### src/rtl/exmem_stage_reg.sv
// -----------------------------------------------------------------------------
// exmem_stage_reg
//
// Clocked EX/MEM pipeline register with a valid/ready handshake on both
// sides. It can stall under back-pressure from MEM and can be squashed by a
// synchronous flush. The M bundle is decoded into Branch/MemWrite/MemRead on
// the way out, and PCSrc is produced here for the fetch stage.
//
// Optional feature:
//   EXMEM_SKID_EN  - when defined, a second (skid) entry is added so that
//                    in_ready comes straight from a register and has no
//                    combinational path from out_ready.
//
// Ports:
//   clk, rst_n        rising-edge clock, asynchronous active-low reset
//   in_valid/in_ready EX-side handshake
//   flush             squash every held and incoming instruction
//   WB, M             write-back / memory control bundles
//                     (M[0] MemRead, M[1] MemWrite, M[2] Branch)
//   BranchInst, ZeroFlag, ALUresult, Dato2, DirWriteReg  execute results
//   out_valid/out_ready MEM-side handshake
//   O_*               registered entry; control fields gated by out_valid
//   O_PCSrc           out_valid & O_Branch & O_ZeroFlag
//   stall_cnt         saturating count of cycles stalled by MEM
// -----------------------------------------------------------------------------
module exmem_stage_reg #(
   parameter int DATA_W = 32,
   parameter int REG_AW = 5,
   parameter int CNT_W  = 16
) (
   input  logic              clk,
   input  logic              rst_n,
   input  logic              in_valid,
   output logic              in_ready,
   input  logic              flush,
   input  logic [1:0]        WB,
   input  logic [2:0]        M,
   input  logic [DATA_W-1:0] BranchInst,
   input  logic              ZeroFlag,
   input  logic [DATA_W-1:0] ALUresult,
   input  logic [DATA_W-1:0] Dato2,
   input  logic [REG_AW-1:0] DirWriteReg,
   output logic              out_valid,
   input  logic              out_ready,
   output logic [1:0]        O_WB,
   output logic              O_Branch,
   output logic              O_MemWrite,
   output logic              O_MemRead,
   output logic [DATA_W-1:0] O_BranchInst,
   output logic [DATA_W-1:0] O_ALUresult,
   output logic [DATA_W-1:0] O_Dato2,
   output logic              O_ZeroFlag,
   output logic [REG_AW-1:0] O_DirWriteReg,
   output logic              O_PCSrc,
   output logic [CNT_W-1:0]  stall_cnt
);

   localparam int ENT_W = 2 + 3 + DATA_W + 1 + DATA_W + DATA_W + REG_AW;

   logic [ENT_W-1:0]  inEntry;
   logic [ENT_W-1:0]  mEntryQ, mEntryD;
   logic              mValidQ, mValidD;
   logic              accept;
   logic [CNT_W-1:0]  stallCntQ, stallCntD;

   logic [1:0]        mWb;
   logic [2:0]        mM;
   logic [DATA_W-1:0] mBi;
   logic              mZf;
   logic [DATA_W-1:0] mAlu;
   logic [DATA_W-1:0] mD2;
   logic [REG_AW-1:0] mDwr;

   // All incoming fields travel together as one packed entry.
   assign inEntry = {WB, M, BranchInst, ZeroFlag, ALUresult, Dato2, DirWriteReg};
   assign {mWb, mM, mBi, mZf, mAlu, mD2, mDwr} = mEntryQ;

   // A flushed cycle still reports ready but never loads anything.
   assign accept = in_valid & in_ready & ~flush;

`ifdef EXMEM_SKID_EN
   logic [ENT_W-1:0] sEntryQ, sEntryD;
   logic             sValidQ, sValidD;

   // Ready depends only on the skid register (and flush), never on out_ready.
   assign in_ready = flush | ~sValidQ;

   // Two-entry queue: the main entry refills from the skid entry first so
   // order is preserved; a new input only lands in the skid entry when the
   // main entry is full and MEM is not draining it.
   always_comb begin
      mValidD = mValidQ;
      mEntryD = mEntryQ;
      sValidD = sValidQ;
      sEntryD = sEntryQ;
      if (flush) begin
         mValidD = 1'b0;
         sValidD = 1'b0;
      end else if (!mValidQ || out_ready) begin
         if (sValidQ) begin
            mValidD = 1'b1;
            mEntryD = sEntryQ;
            sValidD = 1'b0;
         end else if (accept) begin
            mValidD = 1'b1;
            mEntryD = inEntry;
         end else begin
            mValidD = 1'b0;
         end
      end else if (accept) begin
         sValidD = 1'b1;
         sEntryD = inEntry;
      end
   end

   // Skid entry storage.
   always_ff @(posedge clk or negedge rst_n) begin
      if (!rst_n) begin
         sValidQ <= 1'b0;
         sEntryQ <= '0;
      end else begin
         sValidQ <= sValidD;
         sEntryQ <= sEntryD;
      end
   end
`else
   // Single entry: a drain and a fill may happen on the same edge, so ready
   // looks straight through to out_ready.
   assign in_ready = flush | ~mValidQ | out_ready;

   // Load on an accepted input, empty on a drain with nothing behind it.
   always_comb begin
      mValidD = mValidQ;
      mEntryD = mEntryQ;
      if (flush) begin
         mValidD = 1'b0;
      end else if (accept) begin
         mValidD = 1'b1;
         mEntryD = inEntry;
      end else if (out_ready) begin
         mValidD = 1'b0;
      end
   end
`endif

   // Stall counter sticks at all-ones and ignores flush.
   always_comb begin
      stallCntD = stallCntQ;
      if (mValidQ && !out_ready && !(&stallCntQ)) begin
         stallCntD = stallCntQ + CNT_W'(1);
      end
   end

   // Main entry and counter storage.
   always_ff @(posedge clk or negedge rst_n) begin
      if (!rst_n) begin
         mValidQ   <= 1'b0;
         mEntryQ   <= '0;
         stallCntQ <= '0;
      end else begin
         mValidQ   <= mValidD;
         mEntryQ   <= mEntryD;
         stallCntQ <= stallCntD;
      end
   end

   // Control fields are bubbled to zero when the stage is empty; data fields
   // simply show whatever was loaded last.
   assign out_valid     = mValidQ;
   assign O_WB          = mValidQ ? mWb : 2'b00;
   assign O_Branch      = mValidQ & mM[2];
   assign O_MemWrite    = mValidQ & mM[1];
   assign O_MemRead     = mValidQ & mM[0];
   assign O_PCSrc       = mValidQ & mM[2] & mZf;
   assign O_BranchInst  = mBi;
   assign O_ALUresult   = mAlu;
   assign O_Dato2       = mD2;
   assign O_ZeroFlag    = mZf;
   assign O_DirWriteReg = mDwr;
   assign stall_cnt     = stallCntQ;

endmodule

### config.mk
export PLATFORM = sky130hd
export DESIGN_NAME = exmem_stage_reg
export DESIGN_NICKNAME = d
export VERILOG_FILES = /design/src/rtl/exmem_stage_reg.sv
export SDC_FILE = /design/constraint.sdc
export NUM_CORES = 1
export LEC_CHECK = 0
export CAP_MARGIN = 15
export CORE_UTILIZATION = 30
export CTS_BUF_LIST = sky130_fd_sc_hd__clkbuf_4 sky130_fd_sc_hd__clkbuf_8
export DETAILED_ROUTE_END_ITERATION = 6
export PLACE_DENSITY = 0.6
export SLEW_MARGIN = 5
export SYNTH_ARGS = -nofsm -noshare
export SYNTH_HDL_FRONTEND = slang
export SYNTH_SLANG_ARGS = --single-unit
### constraint.sdc
create_clock -name clk -period 3.4 [get_ports clk]
set_input_delay 0.68 -clock clk [delete_from_list [all_inputs] [get_ports clk]]
set_output_delay 0.68 -clock clk [all_outputs]
set_load 0.01 [all_outputs]
### Supply network

Bar = 50 um. Pins as bars on the die edge.
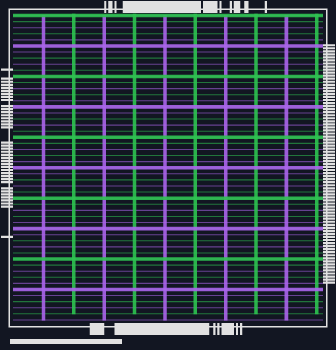
[green] VDD
[purple] VSS
met4 straps: 10
signal pins: 238
rows: 50
met5 straps: 10

### Placed cells, one color a class

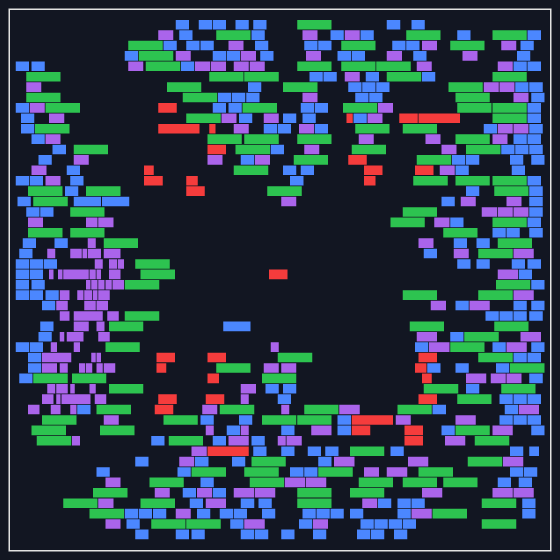
[purple] all other logic | cells: 174
[blue] other buffers and delay cells | cells: 240
[green] flip-flops | cells: 124
[red] clock drivers and dummy loads | cells: 32
area inside the core boundary: 18830 um^2
sequential share of cell area: 0.3817

### Routed clock nets over the placement

Bar = 50 um.
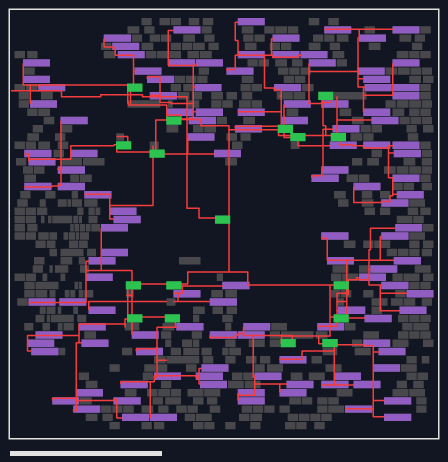
[red] clock wires | length: 1800 um
[green] cells driving clock nets | count: 17
[purple] flip-flops | count: 124
routed clock nets: 18

==> out/results.md <==
| Group | Item | Reported |
| --- | --- | --- |
| yosys | Distinct lib cells | 35 |
| die | Width of the chip | 141.2 um |
| global route | Routing usage on met1 | 0.1486 |
| detailed routing | Max Used Layer | met4 |
| clocking | Clock network latency to the later pin of the worst-skew pair | 0.42 ns |
| sta | Aggregate negative setup slack | 0 ns |
| setup path | Critical Path AT | 2.07 ns |
| yosys | Yosys Instances | 412 |
| yosys | Yosys synthesis warning count | 0 |
| pwr | Post-layout power | 4.495 mW |
| sta | Shortest period the worst path allows | 2.754 ns |
| pwr | Maximum ir drop on the vdd rail | 0.2643 mV |
| setup path | Family with the most delay on the worst path | buffers and inverters |
| sta | Finish-stage setup viols | 0 |
| sta | Portion of the clock cycle consumed by the worst path in the final layout | 0.8100 |
| yosys | Cell type with the largest total area | sky130_fd_sc_hd__dfrtp_1 |
| yosys | Largest non-sequential cell family by area | multiplexers |
| global route | Global-route track usage on met2 | 0.2358 |
| clocking | CTS tree | done |
| final layout | Sequential cell count | 124 |
| clocking | Buffers inserted during post-CTS setup optimization | 0 |
| final layout | Non-Clock Inverter Count | 0 |
| placement | Placed inst area | 7681 um^2 |
| final layout | Area taken by multi-input logic gates | 1823 um^2 |
| yosys | Share of synthesized cell area in and, or, nand and nor gates | 0.05682 |
| final layout | Most frequently placed logic cells in the final layout | 236 x sky130_fd_sc_hd__clkdlybuf4s50_1, 124 x sky130_fd_sc_hd__dfrtp_1, 79 x sky130_fd_sc_hd__mux2_2 |
| sta | Maximum clock skew at final layout | 0.01188 ns |
| final layout | Most common cell after layout, fill and taps aside | sky130_fd_sc_hd__clkdlybuf4s50_1 |
| yosys | Chip area line of the yosys report | 5813 um^2 |
| setup path | Cell-by-cell trace of the critical path | clkdlybuf4s50_1 > nor2b_2 > nand2b_1 > clkdlybuf4s50_1 |
| pwr | Gate power share | 0.257 |
| placement | # placed instances | 798 |
| setup path | Kind of critical path | primary input to primary output |
| die | Number of tap cells added at floorplan | 260 |
| run status | Status | finished clean |
| pwr | Power dissipated by switching net loads | 1.174 mW |
| setup path | CP bufs+invs | 2 |
| final layout | Layout cell share with drive strength beyond 1 | 0.2684 |
| setup path | Critical Path Most Common Cell | sky130_fd_sc_hd__clkdlybuf4s50_1 |
| clocking | Worst-path clk slew | 0.07 ns |
| final layout | Multi-input gates | 174 |
| yosys | Most frequent cells after synthesis | 124 x sky130_fd_sc_hd__dfrtp_1, 108 x sky130_fd_sc_hd__buf_4, 79 x sky130_fd_sc_hd__mux2_2 |
| global route | Peak-usage layer in the global routing report | met2 |
| final layout | Fill cell count | 1706 |
| setup path | Depth of the most critical reg-to-reg path | 4 |
| die | Chip height | 141.2 um |
| sta | Actual transition at the worst max-transition pin | 0.8887 ns |
| global route | Residual overflow from global routing | 0 |
| detailed routing | Via density per instance | 4.190 |
| sta | Post-route worst setup slack | 0.6459 ns |
| detailed routing | Total length of routed wires | 12800 um |
| final layout | Area of all sequential standard cells | 3103 um^2 |
| final layout | Final Net Count | 670 |
| yosys | Cell area after technology mapping | 5813 um^2 |
| pwr | Combinational power | 1.16 mW |
| yosys | Async S/R FF share, synth | 1.000 |
| run | Count of tool warnings | 26 |
| final layout | Register containing the most flip-flops in the final layout | mEntryQ |
| global route | Number of global-route vias before repair | 3866 |
| final layout | Summed area of non-filler cells in the final layout | 8130 um^2 |
| pwr | Power density of the placed cells | 552.8 nW/um^2 |
| pwr | Switching portion of total power | 0.2611 |
| setup path | Logic depth of the worst setup path including buffers | 4 |
| final layout | Clock tree cell share of total cell area | 0.05525 |
| yosys | Proportion of netlist area held by the largest area contributor | 0.5338 |
| setup path | Worst r2r src | out_valid |
| detailed routing | Detailed router's first-iteration violation count | 99 |
| pwr | Power Internal | 3.321 mW |
| die | Ports | 238 |
| die | Row count | 50 |
| final layout | Flip-flop count of the largest register after layout | 107 |
| setup path | Launching element type of the critical path | primary input |
| pwr | Leak pwr | 3.354 nW |
| yosys | Sequential fraction of the synthesis area | 0.5338 |
| detailed routing | Count of antenna-violating nets left after detailed routing | 0 |
| pwr | Top power group | sequential cells |
| sta | RSZ-0062 raised after global routing | false |
| yosys | Adder and majority gate portion of the synthesized area | 0.002152 |
| setup path | RR Endpoint | mEntryQ[93] |
| clocking | Cell resize tally after clock tree synthesis | 0 |
| final layout | Count of non-CTS buffers in the layout | 240 |
| sta | Headroom to the max-slew limit | 0.4075 |
| detailed routing | Detail Route met2 WL | 6663 um |
| clocking | CTS Hold Buffers Added | 0 |
| final layout | Non-clock buffering overhead in the final layout | 0.2989 |
| global route | Tot GR Track Use | 0.1329 |
| yosys | Share of synthesized area spent on multiplexers | 0.2305 |
| detailed routing | Vias after detailed routing | 3478 |
| yosys | Synth top area cells | sky130_fd_sc_hd__dfrtp_1 53%, sky130_fd_sc_hd__mux2_2 15%, sky130_fd_sc_hd__buf_4 14% |
No activity file was given, so power comes from the tool's default toggle rates.
